File: config.mk
export PLATFORM = sky130hd
export DESIGN_NAME = sprite_attr_loader
export DESIGN_NICKNAME = d
export VERILOG_FILES = /design/src/rtl/sprite_pkg.sv /design/src/rtl/palette_assembler.sv /design/src/rtl/sprite_attr_loader.sv
export SDC_FILE = /design/constraint.sdc
export NUM_CORES = 1
export LEC_CHECK = 0
export CORE_MARGIN = 2
export CORE_UTILIZATION = 46
export CTS_BUF_LIST = sky130_fd_sc_hd__clkbuf_4 sky130_fd_sc_hd__clkbuf_8 sky130_fd_sc_hd__clkbuf_16
export DETAILED_ROUTE_END_ITERATION = 8
export HOLD_SLACK_MARGIN = 0.12
export PLACE_DENSITY = 0.91
export RECOVER_POWER = 50
export SYNTH_ARGS = -nofsm -noshare
export SYNTH_HDL_FRONTEND = slang
export SYNTH_SLANG_ARGS = --single-unit
File: constraint.sdc
create_clock -name clk -period 2.4 [get_ports clk]
set_clock_uncertainty 0.15 [all_clocks]
set_input_delay 0.36 -clock clk [delete_from_list [all_inputs] [get_ports clk]]
set_output_delay 0.36 -clock clk [all_outputs]
set_load 0.005 [all_outputs]
File: src/rtl/sprite_pkg.sv
// Shared constants, loader state encoding and address helper for the sprite attribute loader.
package sprite_pkg;

    localparam int          SPR_NUM_SPRITES = 8;
    localparam logic [15:0] SPR_ATTR_BASE   = 16'h4FF0;
    localparam logic [15:0] SPR_POS_BASE    = 16'h5060;

    typedef enum logic [3:0] {
        IDLE,
        NF_RD,
        NF_CAP,
        PI_RD,
        PI_CAP,
        PR_RD,
        PR_CAP,
        X_RD,
        X_CAP,
        Y_RD,
        Y_CAP
    } ldr_state_t;

    // Each sprite owns two consecutive bytes at a table base: base + 2*idx + second.
    function automatic logic [15:0] slot_addr(input logic [15:0] base,
                                              input logic [2:0]  idx,
                                              input logic        second);
        return base + {12'd0, idx, second};
    endfunction

endpackage

File: src/rtl/palette_assembler.sv
// Collects four palette ROM bytes into a 32-bit word, first byte ending up in the top lane.
module palette_assembler (
    input  logic        clk,
    input  logic        rst_n,
    input  logic        shift_en,
    input  logic [7:0]  din,
    output logic [1:0]  k,
    output logic [31:0] palette,
    output logic        last_byte
);

    logic [1:0]  k_reg;
    logic [31:0] shift_reg;

    always_ff @(posedge clk or negedge rst_n) begin
        if (!rst_n) begin
            k_reg     <= 2'd0;
            shift_reg <= 32'd0;
        end else if (shift_en) begin
            k_reg     <= k_reg + 2'd1;
            shift_reg <= {shift_reg[23:0], din};
        end
    end

    assign k         = k_reg;
    assign palette   = shift_reg;
    assign last_byte = (k_reg == 2'd3);

endmodule

File: src/rtl/sprite_attr_loader.sv
// Per-frame walker over sprite attribute RAM and palette ROM, issuing one-hot load strobes
// for the eight downstream sprite registers.
module sprite_attr_loader
    import sprite_pkg::*;
#(
    parameter int          NUM_SPRITES = SPR_NUM_SPRITES,
    parameter logic [15:0] ATTR_BASE   = SPR_ATTR_BASE,
    parameter logic [15:0] POS_BASE    = SPR_POS_BASE
) (
    input  logic                   clk,
    input  logic                   rst_n,
    input  logic                   vblank,
    input  logic [7:0]             sprite_RAM_din,
    output logic                   rd_en,
    output logic [15:0]            sprite_RAM_addr,
    input  logic [7:0]             pal_rom_din,
    output logic                   pal_rd_en,
    output logic [7:0]             pal_rom_addr,
    output logic [7:0]             fsm_dout,
    output logic [31:0]            palette_out,
    output logic [NUM_SPRITES-1:0] ld_x,
    output logic [NUM_SPRITES-1:0] ld_y,
    output logic [NUM_SPRITES-1:0] ld_num_flips,
    output logic [NUM_SPRITES-1:0] ld_palette,
    output logic                   busy,
    output logic                   done
);

    localparam logic [2:0] LAST_IDX = 3'(NUM_SPRITES - 1);

    ldr_state_t             state_reg, state_next;
    logic [2:0]             idx_reg, idx_next;
    logic [15:0]            addr_reg, addr_next;
    logic [5:0]             pal_idx_reg;
    logic                   vblank_q;
    logic                   pal_last;
    logic [1:0]             pal_k;
    logic [NUM_SPRITES-1:0] sel;

    for (genvar gi = 0; gi < NUM_SPRITES; gi++) begin : g_sel
        assign sel[gi] = (idx_reg == 3'(gi));
    end

    always_comb begin
        state_next = state_reg;
        idx_next   = idx_reg;
        case (state_reg)
            IDLE:    if (vblank && !vblank_q) state_next = NF_RD;
            NF_RD:   state_next = NF_CAP;
            NF_CAP:  state_next = PI_RD;
            PI_RD:   state_next = PI_CAP;
            PI_CAP:  state_next = PR_RD;
            PR_RD:   state_next = PR_CAP;
            PR_CAP:  state_next = pal_last ? X_RD : PR_RD;
            X_RD:    state_next = X_CAP;
            X_CAP:   state_next = Y_RD;
            Y_RD:    state_next = Y_CAP;
            Y_CAP: begin
                // idx wraps 7 -> 0 so the next pass always begins at sprite 0
                idx_next   = idx_reg + 3'd1;
                state_next = (idx_reg == LAST_IDX) ? IDLE : NF_RD;
            end
            default: state_next = IDLE;
        endcase
    end

    // The address is loaded on entry to a read state and otherwise holds.
    always_comb begin
        addr_next = addr_reg;
        case (state_next)
            NF_RD:   addr_next = slot_addr(ATTR_BASE, idx_next, 1'b0);
            PI_RD:   addr_next = slot_addr(ATTR_BASE, idx_next, 1'b1);
            X_RD:    addr_next = slot_addr(POS_BASE,  idx_next, 1'b0);
            Y_RD:    addr_next = slot_addr(POS_BASE,  idx_next, 1'b1);
            default: addr_next = addr_reg;
        endcase
    end

    always_ff @(posedge clk or negedge rst_n) begin
        if (!rst_n) begin
            state_reg    <= IDLE;
            idx_reg      <= 3'd0;
            vblank_q     <= 1'b1;
            addr_reg     <= 16'd0;
            pal_idx_reg  <= 6'd0;
            fsm_dout     <= 8'd0;
            ld_num_flips <= '0;
            ld_palette   <= '0;
            ld_x         <= '0;
            ld_y         <= '0;
            done         <= 1'b0;
        end else begin
            state_reg    <= state_next;
            idx_reg      <= idx_next;
            vblank_q     <= vblank;
            addr_reg     <= addr_next;
            ld_num_flips <= '0;
            ld_palette   <= '0;
            ld_x         <= '0;
            ld_y         <= '0;
            done         <= 1'b0;
            case (state_reg)
                NF_CAP: begin
                    fsm_dout     <= sprite_RAM_din;
                    ld_num_flips <= sel;
                end
                PI_CAP: begin
                    fsm_dout    <= sprite_RAM_din;
                    pal_idx_reg <= sprite_RAM_din[5:0];
                end
                PR_CAP: if (pal_last) ld_palette <= sel;
                X_CAP: begin
                    fsm_dout <= sprite_RAM_din;
                    ld_x     <= sel;
                end
                Y_CAP: begin
                    fsm_dout <= sprite_RAM_din;
                    ld_y     <= sel;
                    done     <= (idx_reg == LAST_IDX);
                end
                default: ;
            endcase
        end
    end

    palette_assembler u_pal (
        .clk       (clk),
        .rst_n     (rst_n),
        .shift_en  (state_reg == PR_CAP),
        .din       (pal_rom_din),
        .k         (pal_k),
        .palette   (palette_out),
        .last_byte (pal_last)
    );

    assign rd_en           = (state_reg == NF_RD) || (state_reg == PI_RD) ||
                             (state_reg == X_RD)  || (state_reg == Y_RD);
    assign pal_rd_en       = (state_reg == PR_RD);
    assign busy            = (state_reg != IDLE);
    assign sprite_RAM_addr = addr_reg;
    assign pal_rom_addr    = {pal_idx_reg, pal_k};

endmodule
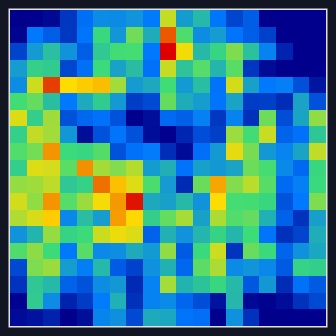
Figure 1: wire density map.
The die is cut into 19 by 19 equal tiles; dark blue is low, red is high, scaled to the fullest tile. Values are wire area over tile area, all layers added.
emptiest ninth of the die: north-east
tiles over half the peak: 27%
mean over tiles: 0.13
densest ninth of the die: west
DR vias: 2288
Tot GR Track Use: 0.166
final wirelength: 6920 um

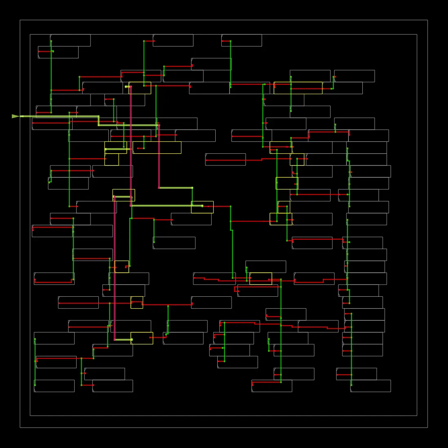
Figure 2: clock nets.
Late-Pin Clk Latency: 350 ps
clock sinks: 95
Power Clock: 0.00116 W
cts bufs inserted: 9
registers: 95

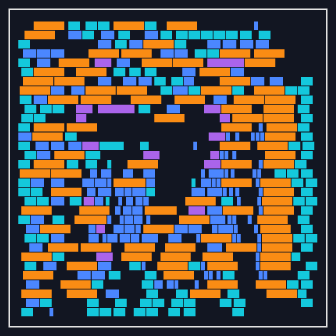
Figure 3: placement by cell class.
legend:
  orange:
    class: sequential cells
    cells: 95
  cyan:
    class: remaining buffers and delay cells
    cells: 124
  blue:
    class: combinational and other logic
    cells: 148
  purple:
    class: clock drivers and dummy loads
    cells: 16

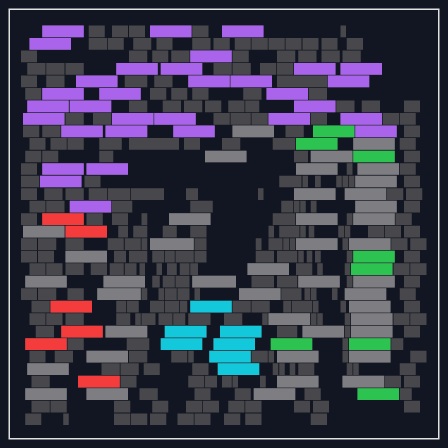
Figure 4: register map, names as in the netlist.
legend:
  green:
    netlist_name: ld_num_flips
    placed_flops: 8
  red:
    netlist_name: pal_idx_reg
    placed_flops: 6
  purple:
    netlist_name: u_pal.palette
    placed_flops: 32
  cyan:
    netlist_name: sprite_RAM_addr
    placed_flops: 7
    where: south
not coloured: 42

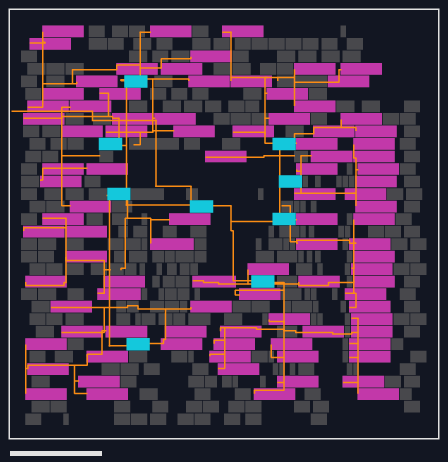
Figure 5: routed clock nets over the placement.
Scale bar: 20 um.
legend:
  cyan:
    item: clock drivers
    count: 9
  magenta:
    item: flip-flops
    count: 95
  orange:
    item: clock wires
    length: 977 um
flops lie: spread over the die
routed clock nets: 10
Clock power frac: 0.195

==> results.ini <==
[clocking]
cts_root_buf=clkbuf_8
clockBufferDepth=2
cts-resized-gates=2
cts_setup_buffers=0
clk_pin_slew_ps=90

[cells_and_area]
n_all_buffers=124
final_common_cell=dfrtp_1
nonClockInverterCount=8
flop_area_um2=2380
final-clk-cell-share=0.0441
drive_above_1_share=0.110
fin_area_um2=5110
finalCoreUtilization=0.664
comb_area_um2=1120
syn2layout_area_growth_pct=40.0

[global_route]
overflow=0
grt_util_met2=0.276
grt_pass1_wl_um=11100
gr-usage-met1=0.204

[sta]
hold_viol_final=0
worst_slew_pin_slew_ps=1230
setup_viol=0
max_freq_mhz=437
period_used_share=0.953
hold_ws_ps=344
layout_setup_ws_ps=114
maxSlewHeadroom=0.183

[pwr]
power-top-group=registers
p_leak_nw=2.36
seq_cell_power_w=0.00245
p_comb_frac=0.391
power.share.switching=0.303
intPower_w=0.00413
netSwitchingPower_w=0.00179
powerComb_w=0.00232
pwr-share-seq=0.413

[yosys]
top_cell=dfrtp_1
synthAdderAreaFrac=0.0240
synth_top_cell_by_area=dfrtp_1
simple_gate_area_frac=0.0871
logic_family=multiplexers
ys_sh_mux=0.160
edf_count=0
ys_cells=262
ys_top_cells_by_count=dfrtp_1 (94), mux2_1 (39), nor2_1 (34)
synth_area_um2=3650
xor_area_frac=0.00961
area_leaders=dfrtp_1 (64%), mux2_1 (12%), mux2_2 (3.7%)
top_area_frac=0.645
ys_seq_share=0.652
yosys_warnings=0
syn_inst=262

[drt]
drtAntennaViolNets=0
topRoutingLayerUsed=met4
wl_per_cell_um=14.3
vias_per_cell=4.72
met3_length_um=440
drc=0
wl_met2_um=3470

[run]
warnings=30

[setup_path]
path_max_fanout=6
crit_end=busy
crit_path_cell_trace=or4_1, clkdlybuf4s50_1
rrSetupSlack_ps=260
r2r_end=sprite_RAM_addr[3]$_DFFE_PN0P_
crit_path_top_delay_cell=or4_1
start_kind=flop
crit_family=simple AND/OR/NAND/NOR gates
slowest_delay_ps=510

[floorplanning]
rows=32
die_y_um=93.0
coreArea_um2=7690

[placement]
dp.cells=467
numPortBuffers=116
dp_hpwl_um=4930

[worst_hold_path]
holdPathEnd=sprite_RAM_addr[12]$_DFFE_PN0P_

[outcome]
status=finished clean

Power figures rest on the tool's default switching activity, not on a simulated workload.
